run_1/m1.png
The bar under the picture is 20 um long. Supply wires on this layer in gray.
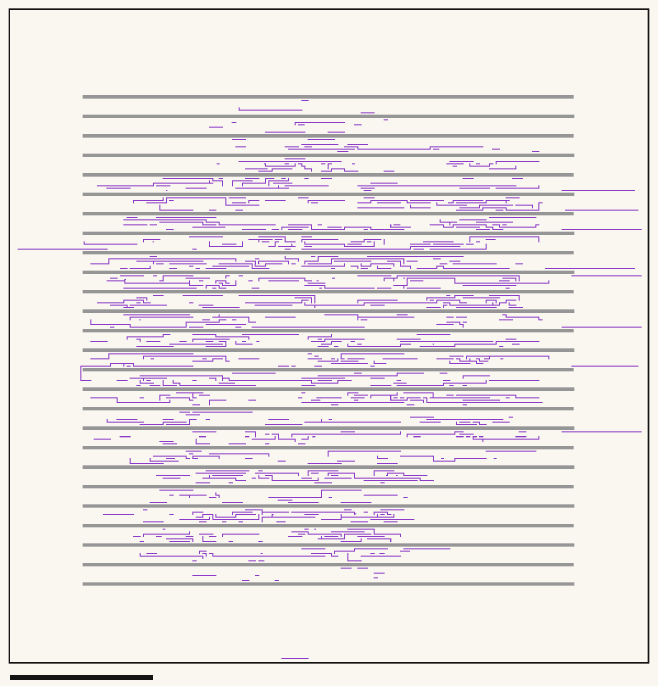
run_1/m2.png
Cells faint in the background.
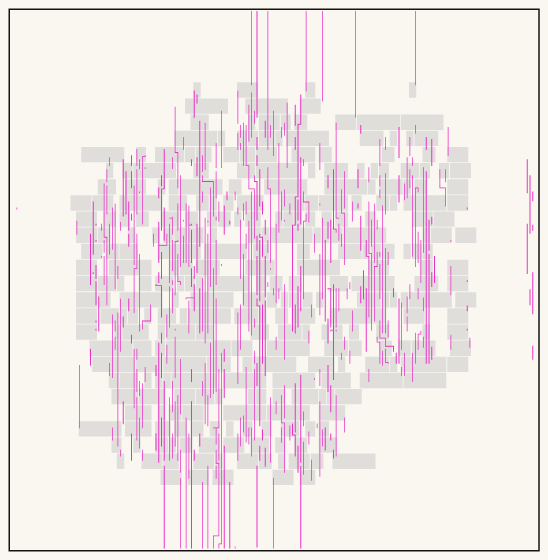
run_1/m3.png
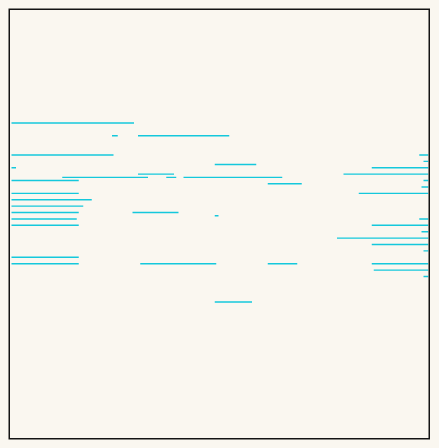
run_1/congestion_map.png
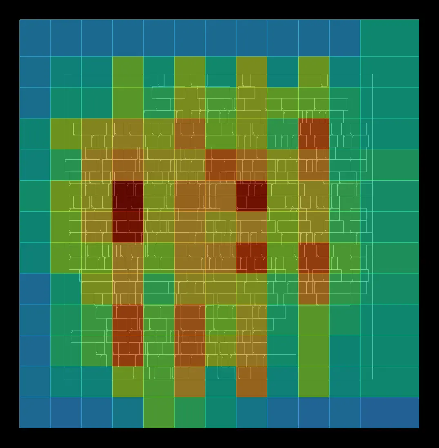
File: src/rtl/phase_sequencer.sv
// phase_sequencer: one-hot instruction phase generator with run/step/pause/halt control,
// a memory-wait stall on WAIT_PHASE and a retired-instruction counter.
// Optional stall watchdog enabled by defining PHASE_SEQ_WDOG_EN.
module phase_sequencer #(
  parameter int NPHASE     = 5,
  parameter int WAIT_PHASE = 1,
  parameter int CNT_W      = 32,
  parameter int WDOG_CYC   = 255
) (
  input  logic              clk,
  input  logic              rst,
  input  logic              run_req,
  input  logic              step_req,
  input  logic              halt_req,
  input  logic              mem_wait,
  output logic [NPHASE-1:0] phase,
  output logic              ce,
  output logic              running,
  output logic              halted,
  output logic              instr_done,
  output logic [CNT_W-1:0]  instr_cnt,
  output logic              wdog_err
);

  localparam int IW = $clog2(NPHASE);
  localparam logic [IW-1:0] LAST_IDX = IW'(NPHASE - 1);
  localparam logic [IW-1:0] WAIT_IDX = IW'(WAIT_PHASE);

  typedef enum logic [1:0] {
    S_IDLE = 2'd0,
    S_RUN  = 2'd1,
    S_STEP = 2'd2,
    S_HALT = 2'd3
  } state_t;

  state_t           state_q;
  logic [IW-1:0]    phase_idx_q;
  logic             pause_pend_q;
  logic             running_q;
  logic             halted_q;
  logic [CNT_W-1:0] instr_cnt_q;
  logic [CNT_W-1:0] instr_cnt_d;
  logic             stall;
  logic             last_phase;
  logic             wdog_trip;

  // Datapath-facing strobes are decoded from registered state plus the live wait input.
  always_comb begin
    stall       = running_q && (phase_idx_q == WAIT_IDX) && mem_wait;
    last_phase  = (phase_idx_q == LAST_IDX);
    ce          = running_q && !stall;
    instr_done  = ce && last_phase;
    instr_cnt_d = instr_cnt_q + CNT_W'(1);
    phase       = running_q ? (NPHASE'(1) << phase_idx_q) : '0;
  end

  assign running   = running_q;
  assign halted    = halted_q;
  assign instr_cnt = instr_cnt_q;

`ifdef PHASE_SEQ_WDOG_EN
  localparam int SW = $clog2(WDOG_CYC + 1);
  localparam logic [SW-1:0] WDOG_LAST = SW'(WDOG_CYC - 1);

  logic [SW-1:0] stall_cnt_q;
  logic          wdog_err_q;

  // The trip fires on the edge that closes the WDOG_CYC-th consecutive stall cycle.
  assign wdog_trip = stall && (stall_cnt_q == WDOG_LAST);
  assign wdog_err  = wdog_err_q;

  // Count consecutive stall cycles; any non-stall cycle restarts the count.
  always_ff @(posedge clk) begin
    if (rst) begin
      stall_cnt_q <= '0;
      wdog_err_q  <= 1'b0;
    end else begin
      stall_cnt_q <= stall ? stall_cnt_q + SW'(1) : '0;
      if (wdog_trip) begin
        wdog_err_q <= 1'b1;
      end
    end
  end
`else
  logic unused_wdog;
  assign unused_wdog = (WDOG_CYC == 0);
  assign wdog_trip   = 1'b0;
  assign wdog_err    = 1'b0;
`endif

  // Sequencer FSM: phase index, mode, pending pause, status flags and retire count.
  always_ff @(posedge clk) begin
    if (rst) begin
      state_q      <= S_IDLE;
      phase_idx_q  <= '0;
      pause_pend_q <= 1'b0;
      running_q    <= 1'b0;
      halted_q     <= 1'b0;
      instr_cnt_q  <= '0;
    end else if (wdog_trip) begin
      // Stuck memory: abandon the instruction without retiring it.
      state_q      <= S_HALT;
      phase_idx_q  <= '0;
      pause_pend_q <= 1'b0;
      running_q    <= 1'b0;
      halted_q     <= 1'b1;
    end else begin
      case (state_q)
        S_IDLE: begin
          if (run_req) begin
            state_q   <= S_RUN;
            running_q <= 1'b1;
          end else if (step_req) begin
            state_q   <= S_STEP;
            running_q <= 1'b1;
          end
        end
        S_RUN, S_STEP: begin
          // A step request while running only arms a pause at the next boundary.
          if (state_q == S_RUN && step_req) begin
            pause_pend_q <= 1'b1;
          end
          if (ce) begin
            if (last_phase) begin
              phase_idx_q <= '0;
              instr_cnt_q <= instr_cnt_d;
              if (halt_req) begin
                state_q      <= S_HALT;
                running_q    <= 1'b0;
                halted_q     <= 1'b1;
                pause_pend_q <= 1'b0;
              end else if (state_q == S_STEP || pause_pend_q) begin
                state_q      <= S_IDLE;
                running_q    <= 1'b0;
                pause_pend_q <= 1'b0;
              end
            end else begin
              phase_idx_q <= phase_idx_q + IW'(1);
            end
          end
        end
        default: begin
          // HALT: only reset leaves this state.
          state_q <= S_HALT;
        end
      endcase
    end
  end

endmodule

File: config.mk
export PLATFORM = sky130hd
export DESIGN_NAME = phase_sequencer
export DESIGN_NICKNAME = d
export VERILOG_FILES = /design/src/rtl/phase_sequencer.sv
export SDC_FILE = /design/constraint.sdc
export NUM_CORES = 1
export LEC_CHECK = 0
export CAP_MARGIN = 0
export CORE_AREA = 10 10 79 81
export CTS_CLUSTER_DIAMETER = 200
export DETAILED_ROUTE_END_ITERATION = 12
export DIE_AREA = 0 0 89 91
export PLACE_DENSITY = 0.82
export SLEW_MARGIN = 20
export SYNTH_ARGS = -nofsm -noshare
export SYNTH_HDL_FRONTEND = slang
export SYNTH_SLANG_ARGS = --single-unit
File: constraint.sdc
create_clock -name clk -period 5.6 [get_ports clk]
set_input_delay 0.84 -clock clk [delete_from_list [all_inputs] [get_ports clk]]
set_output_delay 0.84 -clock clk [all_outputs]
set_load 0.02 [all_outputs]
==> reports/metrics.cfg, run 1 <==
[worst_setup_path]
cp_cell_sequence=clkdlybuf4s50_1 > nand2_1 > o21a_1 > clkdlybuf4s50_1
ff2ff_path_depth=6
crit_path_max_incr_delay_ns=0.54
cp.arrival_ns=2.08
worst_setup_path_type=in2out

[place]
portBuffers=46
place_ws_ns=2.67

[power_and_ir_drop]
clkPwrFrac_pct=31.5

[logic_synthesis]
top_area_share_pct=36.3
yosys.stat.chipArea_um2=2210
number_of_synthesized_flops_with_an_enable_pin=0
post_synth_main_area_contributors=dfxtp_1 (36%), mux2_2 (6.1%), ha_1 (5.7%)
synthFlopType=dfxtp_1
synth_flop_count=40

[clock_network]
postCtsResizedCells=0
cts.path.max_buffers=2
level_count_of_the_clock_h_tree=2
clk_root_buffer_cell=clkbuf_8

[hold_path]
worst_hold_path_class=reg2reg
hp-start=phase_idx_q[1]

[die]
std_cell_rows=25
floorplan.die.width_um=89
design.die.area_um2=8100

[finish]
nFlopsAndLatches=40
final_common_cell=clkdlybuf4s50_1
mi_logic_area_um2=1300
multiInputCombCellCount=199
comb-cell-share_pct=46.7
dominant_cells=combinational gates

[sta]
totalNegativeSetupSlack_ns=0
final_critical_path_setup_slack_ns=2.68
timing.final.hold_violations=0

[global_route]
grt_antenna_before_repair=0
first_pass_grt_wire_length_um=8910
number_of_global_route_vias_before_repair=1876

[status]
run_status=completed

[route]
detail_route.wl_per_cell_um=14.7
top_signal_layer_used=met4

-- m1.png (at the start) --
nets with wire on the layer	286
wire length on this layer	2370 um

-- m2.png (at the start) --
share of all routed wire	46%
wire length on this layer	2450 um
main direction	vertical
longest straight run	32.3 um
nets with wire on the layer	263

-- m3.png (at the start) --
longest straight run	25.8 um
main direction	horizontal
nets with wire on the layer	35

-- congestion_map.png (at the start) --
Global Route met1 Usage: 16.8%
met2 routing resource usage after global routing: 20.4%
GR peak layer: met2

==> run 1: registers in the layout (all words and copies together) (netlist names) <==
name and count:
state_q 2, instr_cnt 32, phase_idx_q 3, pause_pend_q 1
running 1, halted 1
==> run 1: logic make-up (layout without fill, tap and decap cells) <==
family | Yosys count | count (layout) | share of synthesized area, %
AOI/OAI and AO/OA | 27 | 27 | 7.37
xor gates and xnor gates | 10 | 10 | 3.97
adders and majority gates | 10 | 10 | 5.67
buffers and inverters | 25 | 67 | 4.93
DFF | 40 | 40 | 36.3
muxes | 16 | 16 | 8.16
other | 1 | 1 | 0.170
and+or+nand+nor | 135 | 135 | 33.5
==> run 1: worst reg2reg max path, delay by kind of cell (launching register included) <==
kind          cells  cell delay [ns]
simple gates      3             1.31
buf+inv           1             0.08
flops             1             0.40
mux               1             0.37
fa+ha+maj         1             0.45
==> inputs of run 2 (changes only) <==
Settings changed: CORE_AREA 10 10 79 81 to 10 10 81 83, DIE_AREA 0 0 89 91 to 0 0 91 93, PLACE_DENSITY 0.82 to 0.81.
Clock period 5.6 ns to 2.5 ns, I/O delays scaled along.
run_2/class_map.png
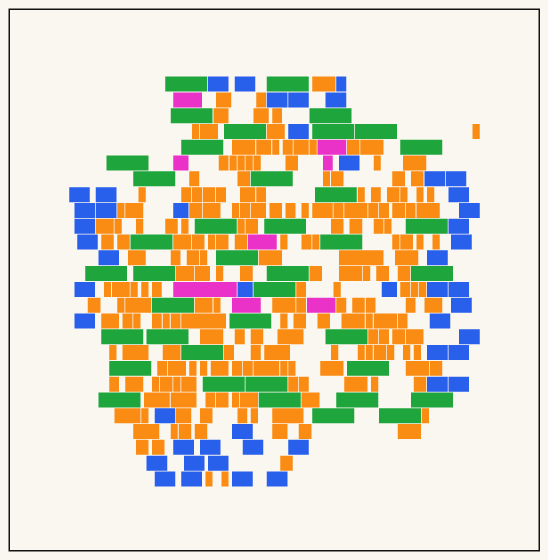
class	color	cells	share of their area
clock drivers and dummy loads	magenta	8	4.1%
remaining buffers and delay cells	blue	49	17%
registers	green	40	29%
remaining logic cells	orange	212	49%

run_2/m3.png
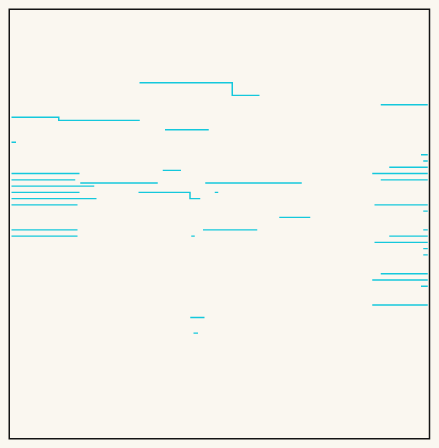
share of all routed wire	6.9%
wire length on this layer	374 um

==> run 2 against run 1 <==
  * Critical endpoint is now instr_cnt[25]
  * Sequential share of layout area is 0.55 points lower
  * Synthesized cell count stayed put
  * Non-clock buffer count is 3 higher
  * First-iteration DRC count stayed put
  * Routed wire length is 2.4% higher
  * Design area is 1.9% higher
  * Clock power is 130% higher
  * Highest routed layer unchanged
  * Worst setup slack worse by 2.5 ns
  * Power is 130% higher
  * Sequential cell count stayed put
  * Clock skew is 0.0020 ns higher
==> reports/metrics.cfg, run 2 <==
[clock_network]
level_count_of_the_clock_h_tree=2  ; unchanged
cts.path.max_buffers=2  ; unchanged
clk_root_buffer_cell=clkbuf_8  ; unchanged

[worst_setup_path]
cp.arrival_ns=2.50  ; was 2.08 ns
endpoint=instr_cnt[25]  ; was ce
worst_setup_path_type=reg2reg  ; was in2out

[global_route]
number_of_global_route_vias_before_repair=2011  ; was 1876
use_met2_pct=22.7  ; was 20.4%
grt_most_used_layer=met2  ; unchanged
first_pass_grt_wire_length_um=9270  ; was 8910 um
total_congestion_overflow_after_global_routing=0  ; unchanged
global_route.usage.met1_pct=13.9  ; was 16.8%

[place]
place_ws_ns=0.0560  ; was 2.67 ns
gp_congestion=0.840  ; was 0.807
portBuffers=46  ; unchanged

[logic_synthesis]
number_of_cells_in_yosys_stat=264  ; unchanged
muxShareOfSynthArea_pct=8.16  ; unchanged
post_synth_main_area_contributors=dfxtp_1 (36%), mux2_2 (6.1%), ha_1 (5.7%)  ; unchanged
synthFlopType=dfxtp_1  ; unchanged
yosys.stat.chipArea_um2=2210  ; unchanged
synth_flop_count=40  ; unchanged
number_of_synthesized_flops_with_an_enable_pin=0  ; unchanged
top_area_share_pct=36.3  ; unchanged
synthSimpleGateAreaFrac_pct=33.5  ; unchanged
ys_top_logic_family=simple AND/OR/NAND/NOR gates  ; unchanged

[status]
run_status=completed  ; unchanged

[die]
floorplan.die.width_um=91  ; was 89 um
std_cell_rows=26  ; was 25
design.die.area_um2=8460  ; was 8100 um^2

[route]
top_signal_layer_used=met4  ; unchanged
detail_route.wl_per_cell_um=14.3  ; was 14.7 um

[sta]
timing.final.hold_violations=0  ; unchanged
totalNegativeSetupSlack_ns=0  ; unchanged
slew_violations=0  ; unchanged
final_critical_path_setup_slack_ns=0.201  ; was 2.68 ns

[finish]
mi_logic_area_um2=1310  ; was 1300 um^2
largest_reg_flops=32  ; unchanged
multiInputCombCellCount=199  ; unchanged
final_common_cell=clkdlybuf4s50_1  ; unchanged
nFlopsAndLatches=40  ; unchanged
comb-cell-share_pct=46.1  ; was 46.7%
layout-area-overhead-vs-synth_pct=28.3  ; was 25.8%

[power_and_ir_drop]
clkPwrFrac_pct=31.6  ; was 31.5%
power.total_mw=1.69  ; was 0.747 mW

[hold_path]
hp-start=halted  ; was phase_idx_q[1]
worst_hold_path_class=reg2reg  ; unchanged

run_2/m2.png
Cells faint in the background.
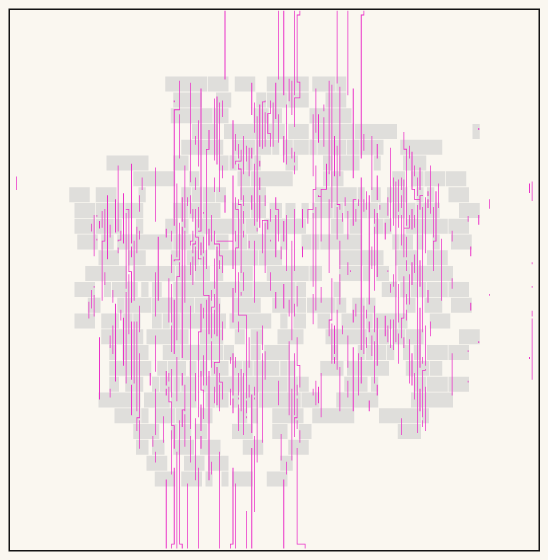
longest straight run	39.1 um
main direction	vertical
wire length on this layer	2660 um

## run 2: cell count changes in the layout (fill, tap and decap cells not counted), sizes merged
cell	previous run	this run
buf	1	4
clkbuf	6	5
clkinvlp	0	1
## run 2: power groups by stage
stage | logic [mW] | registers, mW | clock network [mW]
2_1_floorplan | 0.302 | 0.731 | 0
3_3_place_gp | 0.425 | 0.728 | 0
3_5_place_dp | 0.429 | 0.733 | 0
4_1_cts | 0.436 | 0.716 | 0.539
5_1_grt | 0.497 | 0.724 | 0.569
6_report | 0.439 | 0.717 | 0.533
## run 2: critical path: stages (launching register included)
cell and delay, ns:
dfxtp_1 0.39, inv_1 0.09, ha_2 0.42, and4_1 0.24
nand4_1 0.24, buf_4 0.24, nor4_1 0.20, mux2_2 0.37
==> inputs of run 3 (changes only) <==
Settings changed: HOLD_SLACK_MARGIN set to 0.15, SLEW_MARGIN 20 to 5.
run_3/m1.png
The bar under the picture is 20 um long. Supply wires on this layer in gray.
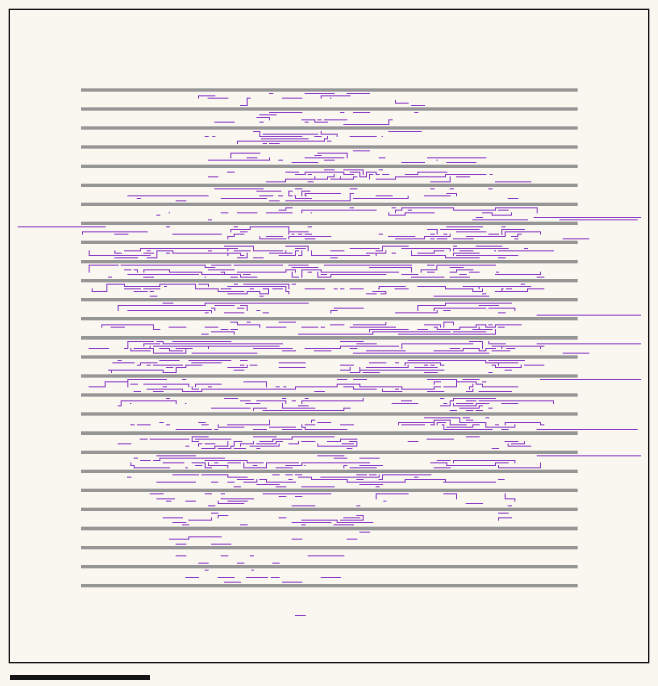
nets with wire on the layer	288
main direction	horizontal

run_3/m2.png
Cells faint in the background.
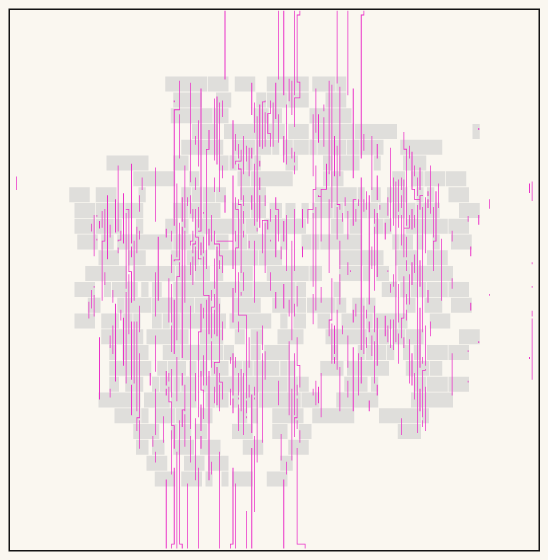
longest straight run	39.1 um
share of all routed wire	49%
main direction	vertical
wire length on this layer	2660 um
nets with wire on the layer	278

==> run 3 against run 2 <==
  * Power did not move
  * Synthesized area did not move
  * Via count is the same
  * Design area unchanged
  * Sequential cell count unchanged
  * Non-clock buffer count is the same
  * Clock power hardly changed
  * Critical path depth is the same
  * Global-route usage did not move
  * First-iteration DRC count is the same
  * Critical endpoint unchanged
  * Largest power group unchanged
  * Highest routed layer unchanged
==> reports/metrics.cfg, run 3 <==
[finish]
layout-area-overhead-vs-synth_pct=28.3  ; unchanged
nFlopsAndLatches=40  ; unchanged
comb-cell-share_pct=46.1  ; unchanged
final_common_cell=clkdlybuf4s50_1  ; unchanged

[global_route]
first_pass_grt_wire_length_um=9270  ; unchanged
number_of_global_route_vias_before_repair=2011  ; unchanged
grt_antenna_before_repair=0  ; unchanged
global_route.usage.met1_pct=13.9  ; unchanged
use_met2_pct=22.7  ; unchanged

[worst_setup_path]
timing.critical_path.buf_inv=2  ; unchanged
ff2ff_path_depth=7  ; unchanged
cp_cell_sequence=inv_1 > ha_2 > and4_1 > nand4_1 > buf_4 > nor4_1 > mux2_2  ; unchanged
cpMaxStageDelayCell=ha_2  ; unchanged
critical-path-top-delay-family=simple AND/OR/NAND/NOR gates  ; unchanged

[place]
portBuffers=46  ; unchanged
gp_congestion=0.840  ; unchanged
place_ws_ns=0.0560  ; unchanged

[logic_synthesis]
post_synth_main_area_contributors=dfxtp_1 (36%), mux2_2 (6.1%), ha_1 (5.7%)  ; unchanged
muxShareOfSynthArea_pct=8.16  ; unchanged
synth_flop_count=40  ; unchanged
yosys.stat.chipArea_um2=2210  ; unchanged
number_of_synthesized_flops_with_an_enable_pin=0  ; unchanged
xor_xnor_area_share_pct=3.97  ; unchanged

[sta]
final_critical_path_setup_slack_ns=0.201  ; unchanged
slew_violations=0  ; unchanged
totalNegativeSetupSlack_ns=0  ; unchanged

[route]
top_signal_layer_used=met4  ; unchanged
detail_route.wl_per_cell_um=14.3  ; unchanged

[power_and_ir_drop]
power_in_combinational_cells_mw=0.439  ; about the same
clkPwrFrac_pct=31.6  ; about the same
dominant_power_group=sequential cells  ; unchanged
sequential_power_mw=0.717  ; about the same

[hold_path]
worst_hold_path_class=reg2reg  ; unchanged
hp-start=halted  ; unchanged

[status]
run_status=completed  ; unchanged

[die]
floorplan.die.width_um=91  ; unchanged

[clock_network]
level_count_of_the_clock_h_tree=2  ; unchanged

run_3/m3.png
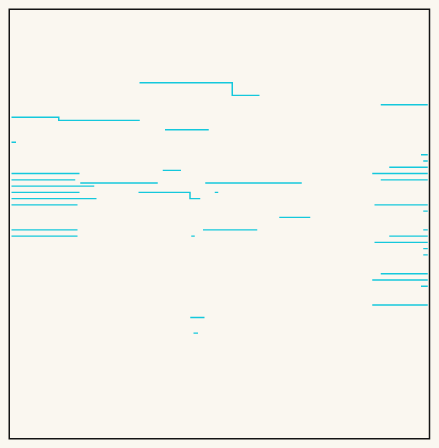
main direction	horizontal
nets with wire on the layer	35
share of all routed wire	6.9%
wire length on this layer	374 um
longest straight run	20.7 um

[run 3: cell counts in the layout (fill, tap and decap cells not counted)]
Identical to the previous run, type by type.
[run 3: how the worst max path moves through the flow]
stage	to	slack, ns
global route	instr_cnt[14]	0.03
floorplan	instr_cnt[30]	0.21
CTS	instr_cnt[22]	0.03
detailed placement	instr_cnt[24]	0.06
finish	instr_cnt[25]	0.20
global placement	instr_cnt[30]	0.18
[run 3: worst reg2reg max path, cell delays in order (launching register included)]
cell	delay (ns)
dfxtp_1	0.39
inv_1	0.09
ha_2	0.42
and4_1	0.24
nand4_1	0.24
buf_4	0.24
nor4_1	0.20
mux2_2	0.37
[run 3: through the flow]
stage                     total power, mW  std cells
after global placement               1.15        371
after detailed placement             1.16        371
final                                1.69        379
after global routing                 1.79        379
after floorplan                      1.03        264
after CTS                            1.69        379
Power figures rest on the tool's default switching activity, not on a simulated workload.
